### config.mk
export PLATFORM = sky130hd
export DESIGN_NAME = flex_stp_word_sr
export DESIGN_NICKNAME = d
export VERILOG_FILES = /design/src/rtl/flex_sr_pkg.sv /design/src/rtl/stp_bit_counter.sv /design/src/rtl/flex_stp_word_sr.sv
export SDC_FILE = /design/constraint.sdc
export NUM_CORES = 1
export LEC_CHECK = 0
export CAP_MARGIN = 20
export CORE_MARGIN = 2
export CORE_UTILIZATION = 33
export CTS_BUF_LIST = sky130_fd_sc_hd__clkbuf_8
export CTS_CLUSTER_SIZE = 24
export DETAILED_ROUTE_END_ITERATION = 10
export HOLD_SLACK_MARGIN = 0.12
export PLACE_DENSITY = 0.68
export RECOVER_POWER = 25
export SLEW_MARGIN = 15
export SYNTH_ARGS = -nofsm -noshare
export SYNTH_HDL_FRONTEND = slang
export SYNTH_HIERARCHICAL = 1
export SYNTH_SLANG_ARGS = --single-unit
export TNS_END_PERCENT = 10
### constraint.sdc
create_clock -name clk -period 1.5 [get_ports clk]
set_input_delay 0.225 -clock clk [delete_from_list [all_inputs] [get_ports clk]]
set_output_delay 0.225 -clock clk [all_outputs]
set_load 0.005 [all_outputs]
### src/rtl/flex_sr_pkg.sv
// Shared definitions for the flexible serial-to-parallel word shift register.
package flex_sr_pkg;

  localparam logic SHIFT_TO_MSB = 1'b1;
  localparam logic SHIFT_TO_LSB = 1'b0;

  // Counter width for a word of n bits, never narrower than one bit.
  function automatic int cnt_w(input int n);
    int w;
    w = $clog2(n);
    return (w < 1) ? 1 : w;
  endfunction

endpackage

### src/rtl/stp_bit_counter.sv
// Bit-position counter for one word; flags the bit that completes the word.
module stp_bit_counter
  import flex_sr_pkg::*;
#(
  parameter int NUM_BITS = 8,
  localparam int CNT_W   = cnt_w(NUM_BITS)
) (
  input  logic             clk,
  input  logic             n_rst,
  input  logic             clear,
  input  logic             count_enable,
  output logic [CNT_W-1:0] count,
  output logic             rollover
);

  logic [CNT_W-1:0] count_q, count_d;
  logic             last_bit;

  assign last_bit = (count_q == CNT_W'(NUM_BITS - 1));
  assign rollover = count_enable & last_bit;
  assign count    = count_q;

  always_comb begin
    count_d = count_q;
    if (clear)
      count_d = '0;
    else if (count_enable)
      count_d = last_bit ? '0 : count_q + CNT_W'(1);
  end

  always_ff @(posedge clk or negedge n_rst) begin
    if (!n_rst) count_q <= '0;
    else        count_q <= count_d;
  end

endmodule

### src/rtl/flex_stp_word_sr.sv
// Serial-to-parallel shift register with word capture, valid/ack handshake
// and a sticky overrun flag for words replaced before acknowledgement.
module flex_stp_word_sr
  import flex_sr_pkg::*;
#(
  parameter int                    NUM_BITS    = 8,
  parameter logic                  SHIFT_MSB   = 1'b1,
  parameter logic [NUM_BITS-1:0]   RESET_VALUE = NUM_BITS'(1),
  localparam int                   CNT_W       = cnt_w(NUM_BITS)
) (
  input  logic                clk,
  input  logic                n_rst,
  input  logic                shift_enable,
  input  logic                serial_in,
  input  logic                clear,
  input  logic                word_ack,
  output logic [NUM_BITS-1:0] parallel_out,
  output logic [NUM_BITS-1:0] word_out,
  output logic                word_valid,
  output logic                overrun,
  output logic [CNT_W-1:0]    bit_count
);

  logic [NUM_BITS-1:0] shift_q, shift_d, shift_nxt;
  logic [NUM_BITS-1:0] word_q, word_d;
  logic                valid_q, valid_d;
  logic                ovr_q, ovr_d;
  logic                rollover;

  stp_bit_counter #(.NUM_BITS(NUM_BITS)) u_cnt (
    .clk          (clk),
    .n_rst        (n_rst),
    .clear        (clear),
    .count_enable (shift_enable),
    .count        (bit_count),
    .rollover     (rollover)
  );

  always_comb begin
    if (SHIFT_MSB == SHIFT_TO_MSB)
      shift_nxt = {shift_q[NUM_BITS-2:0], serial_in};
    else
      shift_nxt = {serial_in, shift_q[NUM_BITS-1:1]};
  end

  // Clear wins over shift and ack; a completing bit wins over a plain ack.
  always_comb begin
    shift_d = shift_q;
    word_d  = word_q;
    valid_d = valid_q;
    ovr_d   = ovr_q;
    if (clear) begin
      shift_d = RESET_VALUE;
      valid_d = 1'b0;
      ovr_d   = 1'b0;
    end else begin
      if (shift_enable)
        shift_d = shift_nxt;
      if (rollover) begin
        word_d  = shift_nxt;
        valid_d = 1'b1;
        if (valid_q && !word_ack)
          ovr_d = 1'b1;
      end else if (word_ack && valid_q) begin
        valid_d = 1'b0;
      end
    end
  end

  always_ff @(posedge clk or negedge n_rst) begin
    if (!n_rst) begin
      shift_q <= RESET_VALUE;
      word_q  <= '0;
      valid_q <= 1'b0;
      ovr_q   <= 1'b0;
    end else begin
      shift_q <= shift_d;
      word_q  <= word_d;
      valid_q <= valid_d;
      ovr_q   <= ovr_d;
    end
  end

  assign parallel_out = shift_q;
  assign word_out     = word_q;
  assign word_valid   = valid_q;
  assign overrun      = ovr_q;

endmodule

**Run 1: PDN straps and rails**

Pins as bars on the die edge. Tap cells in grey.
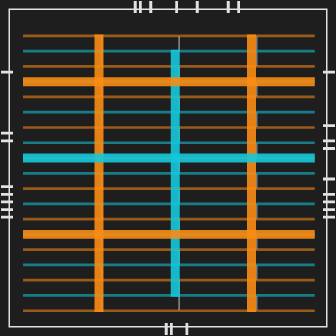
colour	net
orange	VSS
cyan	VDD
met4 straps	3
met5 straps	3
largest voltage drop on the vdd net: 660 uV
Die W: 56.3 um
placeable core area: 2540 sq um
die outline height: 56.3 um

**Run 1: placed cells, one colour a class**

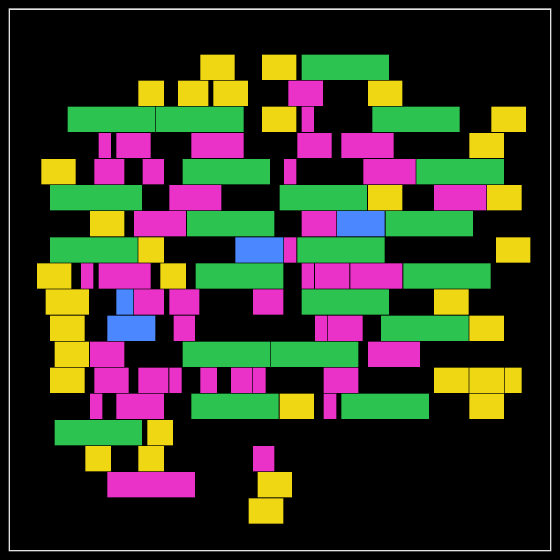
colour	class	cells	share of their area
yellow	remaining buffers and delay cells	33	25%
green	registers	21	42%
blue	clock drivers and dummy loads	4	3.7%
magenta	remaining logic cells	41	30%
Finished Cell Area: 1300 sq um
number of rows in the core area: 18
Seq/total area: 40.5%
post-route core utilization: 51.1%

**Run 1: clock wires, drivers and flops**

The bar under the picture is 20 um long.
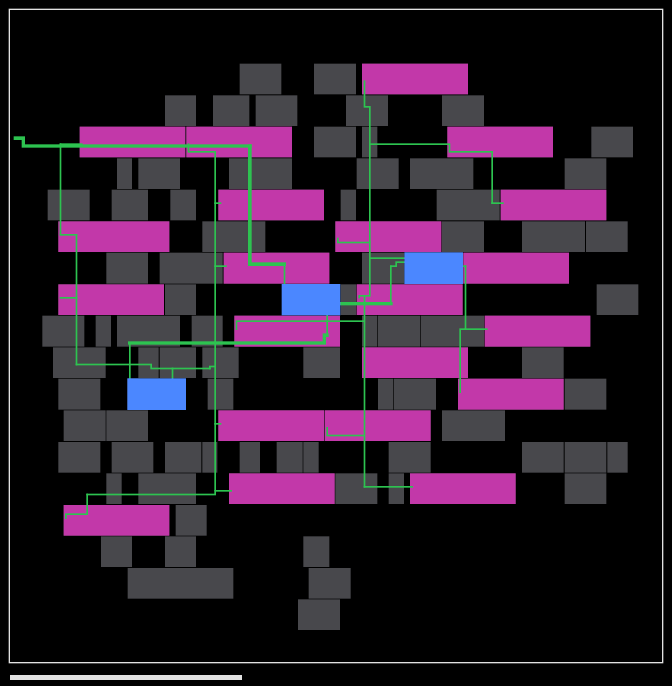
[blue] clock-net drivers | count: 3
[magenta] flip-flops | count: 21
[green] clock wires | length: 259 um
routed clock nets	4
clock latency on the worst-skew pair: 260 ps
power of the clock network: 0.000369 W
clk_skew: 3.62 ps
Clock Power Share: 34.8%

==> summary.txt, run 1 <==
Physical implementation.

- The run finished with clean final reports.
- The number of CTS-inserted buffers is 3.
- The part of the cycle the worst path needs is 98.2%.
- The uppermost layer routed is met4.
- The number of sinks handled by clock tree synthesis is 21.
- In this run, distinct cell masters in the synthesized netlist total 19.
- The count of flip-flops with a built-in enable after synthesis is 0.
- The dominant register cell is dfrtp_1.
- Clock-pin slew was measured on the worst setup and hold paths at 80 ps.
- The summed negative setup slack over all endpoints is 0 ps.
- The netlist area before placement is 902 sq um.
- The fraction of power consumed by combinational cells is 9.9%.
- For the worst reg-to-reg path, the startpoint reported by OpenROAD is u_cnt/count[0].
- The report lists the cells along the critical path as ha_2, ha_4, and2_4, nand2b_2, mux2_4.
- The iteration tally of the first detailed-router pass is 4.
- The setup slack of the critical path after layout is 26.5 ps.
- The detailed router's first-iteration violation count is 6.
- The xor and xnor area share after synthesis is 0%.
- The number of global-route vias before repair is 611.
- The stage logs contain a warning count of 27.
- The stat command in Yosys gives a chip area of 902 sq um.
- The post-synthesis area per instance is 14.1 sq um.
- Setup repair after global routing could not meet its margin everywhere.
- The most frequently used library cell after synthesis is dfrtp_1.
- The flip-flop and latch power is 0.000586 W.
- The placement summary gives the final routability congestion estimate as 0.690.
- The main area contributors are dfrtp_1, mux2_4, mux2i_1.
- The Yosys warning count is 6.
- The synthesized instance count is 64.
- The slew of the pin with the lowest slew margin is 545 ps.
- The max-slew headroom at the worst pin is 63.7%.
- The group drawing the most power is registers.
- Summing internal, switching and leakage power gives 0.00106 W.
- The effective utilization at floorplan is 35.4%.
- The global routing met1 resource utilization is 15.8%.
- Max-cap violations in this run came to 0.
- The smallest hold slack is 466 ps.
- The number of cells on the critical path is 5.
- Wire segments on met2 add up to 909 um in the final route.
- The global-route track usage on met3 is 4.84%.
- The critical path required time is 1650 ps.
- The initial antenna violation count is 0.
- The data arrival at the endpoint of the critical path is 1620 ps.
- Entering global routing, the biggest net connects 22 pins.
- Of the synthesized area, sequential elements account for 58.4%.
- met2 track demand over resource after global routing is 18.5%.
- The biggest area consumer among synthesized cells is dfrtp_1.
- After detailed routing, the number of vias per cell comes to 4.78.
- Counting pins that exceed their max-slew limit in the final report gives 0.
- STA on the placed design reports a worst setup slack of 5.91 ps.
- The final antenna-violating net count is 0.
- The final layout contains 108 nets.
- The maximum root-to-sink buffer count is 2.
- The total power density per cell area is 815 nW/um^2.
- Multiplexer cells account for 23.3% of the synthesized area.
- In this run the biggest area consumer among cell types represents 55.5% of the synthesized area.
- The leakage power figure is 0.640 nW.
run 1: cell usage in the layout, fill, tap and decap left out, drive strengths merged, types with 2 or more instances in the layout:
master         instances
a21oi                  2
buf                    6
clkbuf                 4
clkdlybuf4s50         23
dfrtp                 20
ha                     2
inv                    2
mux2                   8
mux2i                  9
nand2b                 4
nor2                   9
run 1: area by class of cell:
type                       instances  area, sq um
fill                             234         1240
sequential                        21          527
multi-input combinational         39          372
timing repair buffer              33          312
clock buffer                       3         41.3
tap                               30         37.5
inverter                           2         7.51
clock inverter                     1         5.00
run 1: sequential cells by signal, indices dropped and copies added (netlist names):
register      flops
parallel_out      8
word_out          8
u_cnt/count       3
overrun           1
word_valid        1
**Run 1: routed metal, one colour a layer**

The bar under the picture is 20 um long.
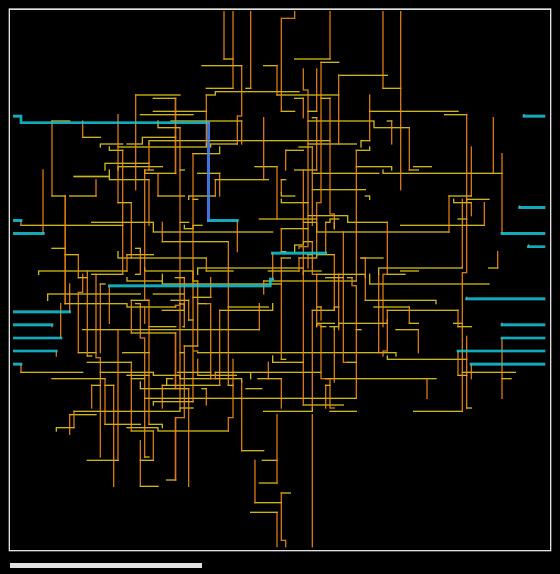

--- run 2 (diff from run 1) ---
Settings changed: CORE_MARGIN 2 to not set.
**Run 2: routed metal, one colour a layer**

The bar under the picture is 20 um long.
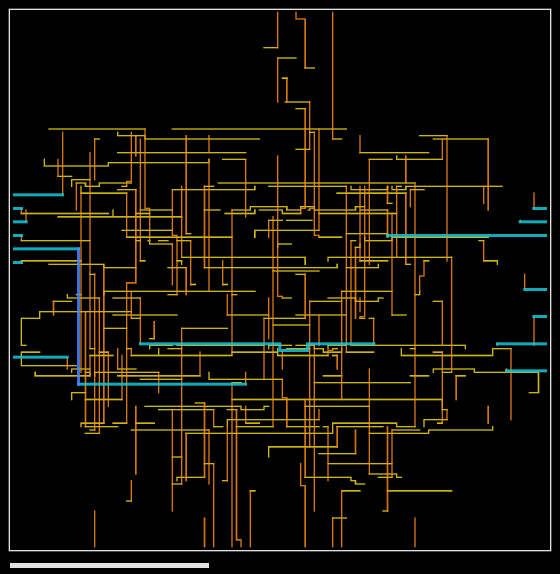
colour	layer	wire length
orange	M2	840 um
blue	M4	13.6 um
yellow	M1	825 um
cyan	M3	92.9 um
DRT Wirelength: 1770 um
All-Layer GR Usage: 15.1%
DR vias: 590
average wire length per cell after detail routing: 13.7 um

==> run 2 against run 1 <==
  * Clock power barely moved
  * Synthesized cell count is the same
  * Die size is 7.0% lower
  * Final cell count is the same
  * Clock skew rose by 1.3 ps
  * Critical path depth stayed put
  * Worst hold slack got worse by 10 ps
  * Cell area rose by 0.38%
  * Critical endpoint is now word_out[6]
  * Largest cell class unchanged
==> summary.txt, run 2 <==
Physical implementation.

- The number of flip-flops and latches is 21 (unchanged).
- The iteration tally of the first detailed-router pass was 1 (-3).
- The effective utilization at floorplan is 35.8% (+0.32 points).
- The count of pins over their slew limit was 0 (unchanged).
- The net count after synthesis is 72.
- The count of flip-flops with a built-in enable after synthesis was 0 (unchanged).
- The data arrival at the endpoint of the critical path is 1600 ps (-20 ps).
- The total of max-cap violations was 0 (unchanged).
- For reference, the top cells by area after synthesis are dfrtp_1, mux2_4, mux2i_1.
- The critical path required time was 1650 ps (about the same).
- The slew of the pin with the lowest slew margin was 516 ps (-29.5 ps).
- The final cell count without fillers is 129.
- The leading cell type by number of instances after synthesis is dfrtp_1.
- The summed negative setup slack over all endpoints is 0 ps (unchanged).
- The setup slack of the critical path after layout is 50.4 ps (+23.9 ps).
- The library cells used most frequently in the layout, excluding fill and tap cells, are clkdlybuf4s50_1, dfrtp_1, mux2i_1, nor2_1, mux2_4.
- The pin count of the biggest net entering global routing was 22 (unchanged).
- The dominant register cell is dfrtp_1.
- The number of cells on the critical path is 5 (unchanged).
- The part of the cycle the worst path needs is 96.6% (-1.6 points).
- Setup repair after global routing could not meet its margin everywhere.
- The site row count was 18 (unchanged).
- Buffers placed on the I/O ports in this run total 26.
- The number of CTS-inserted buffers is 3 (unchanged).
- The power after layout was 0.00106 W (about the same).
- Summing the areas of all and, or, nand and nor instances in the mapped netlist gives 9.02% of the synthesized area.
- Sorting the synthesized cells by how often they occur yields dfrtp_1, mux2i_1, nor2_1.
- TritonCTS built the clock tree.
- The maximum root-to-sink buffer count is 2 (unchanged).
- The final clock skew is 4.91 ps (+1.29 ps).
- The die boundary height is 54.3 um (-3.6%).
- The first global-routing pass estimated 3040 um of wire.
- The well-tap cell count came to 30 (unchanged).
- The proportion of cell area spent on the clock network is 3.54% (-0.014 points).
- The combinational cell area excluding buffers and inverters was 377 sq um (+1.3%).
- The non-clock inverter count in the final layout is 2 (unchanged).
- The worst slack after detailed placement is -15.6 ps (-21.6 ps).
- The number of buffers other than clock buffers in the final layout is 33 (unchanged).
- The CTS clock-pin slew for the worst setup and hold paths is 80 ps (about the same).
- The overall die width was 54.3 um (-3.6%).
- The initial antenna violation count is 0 (unchanged).
- Per the placement report, the placed cell count is 123.
- The type of the most critical hold path is input pin to asynchronous set/reset pin.
- The smallest hold slack came to 456 ps (-10.5 ps).
- The xor and xnor area share after synthesis is 0% (unchanged).
- The detailed router's first-iteration violation count is 0 (-6).
- The max-slew headroom at the worst pin is 65.6% (+2.0 points).
- Per the Yosys statistics, synthesis produced 64 cells.
- The total power density per cell area is 813 nW/um^2 (-0.33%).
- The weighted congestion at the end of routability-driven global placement is 0.698 (+1.2%).
- The cell depth of the worst flop-to-flop path is 5.
- The most critical setup path has its endpoint at word_out[6].
- The final global-route overflow total is 0.
- The source-to-sink clock delay at the later pin of the worst-skew pair is 260 ps (about the same).
- The leakage power figure is 0.645 nW (+0.74%).
- The flow ran to the end, and the final reports show no timing, DRC or antenna violations.
- The area taken by flip-flops and latches is 527 sq um (unchanged).
- The area fraction of the dominant cell type after synthesis is 55.5% (unchanged).
- In this run the critical path is formed by ha_2, ha_4, and2_4, nand2b_4, mux2_4.
- The number of sinks handled by clock tree synthesis is 21 (unchanged).
- The final-layout clock buffer total is 3 (unchanged).
- The non-clock buffer share of cell area came to 23.9% (-0.092 points).
- The sequential-to-total area share from yosys stat came to 58.4% (unchanged).
- The post-synthesis area per instance is 14.1 sq um (unchanged).
- The peak supply drop is 608 uV (-7.9%).
- The summed standard-cell area reported by yosys is 902 sq um (unchanged).
- The final antenna-violating net count was 0 (unchanged).
- STA lists the startpoint of the worst register-to-register path as u_cnt/count[0].
- The biggest area consumer among synthesized cells is dfrtp_1.
- The number of global-route vias before repair is 617 (+0.98%).
- The post-detailed-route via-to-cell ratio is 4.57 (-4.4%).
- Ranked by total area, the top cell class in this layout is sequential cells.
- The synthesized instance count is 64 (unchanged).
- The count of tool warnings is 27 (unchanged).
- The core outline area was 2520 sq um (-0.88%).
- The number of nets in the finished design is 108 (unchanged).
- The total number of multi-input combinational cells is 39 (unchanged).
- The netlist area before placement came to 902 sq um (unchanged).
- The mux cell area share after synthesis is 23.3% (unchanged).
- The Yosys warning count came to 6 (unchanged).
- The share of the final layout cell area in multi-input gates is 28.8% (+0.27 points).
- The most common logic cell in the final layout is clkdlybuf4s50_1.
- The count of fill cells added during filler insertion is 228 (-2.6%).
- The count of cell types in the netlist came to 19 (unchanged).
**Run 2: placed cells, one colour a class**

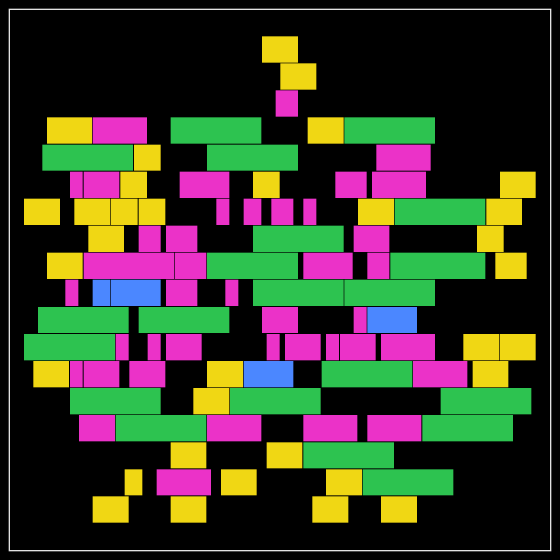
colour	class	cells	share of their area
green	registers	21	42%
magenta	remaining logic cells	41	30%
blue	clock drivers and dummy loads	4	3.6%
yellow	remaining buffers and delay cells	33	25%
Finished Cell Area: 1310 sq um
Seq/total area: 40.3%
post-route core utilization: 51.8%

[run 2: repair_timing]
| action | 4_1_cts | 5_1_grt |
|---|---|---|
| gates cloned | 1 | 0 |
| resized | 1 | 4 |
| buffers inserted | 1 | 0 |
| pin swaps | 0 | 1 |
| setup endpoints to repair | 9 | 9 |
[run 2: where the power goes]
part	total (W)	internal, W	leakage [nW]	switching, W
clock network	0.000371	0.000185	0.0255	0.000186
logic	0.000104	0.0000593	0.332	0.0000448
registers	0.000586	0.000578	0.287	0.00000871
total	0.00106	0.000822	0.645	0.000239
[run 2: routing by layer]
metal	routed length [um]	track usage, %	vias up
met1	824	18.4	285
met2	839	24.8	17
met5	0	0	-
met3	92	6.11	2
li1	-	-	286
met4	13	3.85	0
Power figures rest on the tool's default switching activity, not on a simulated workload.
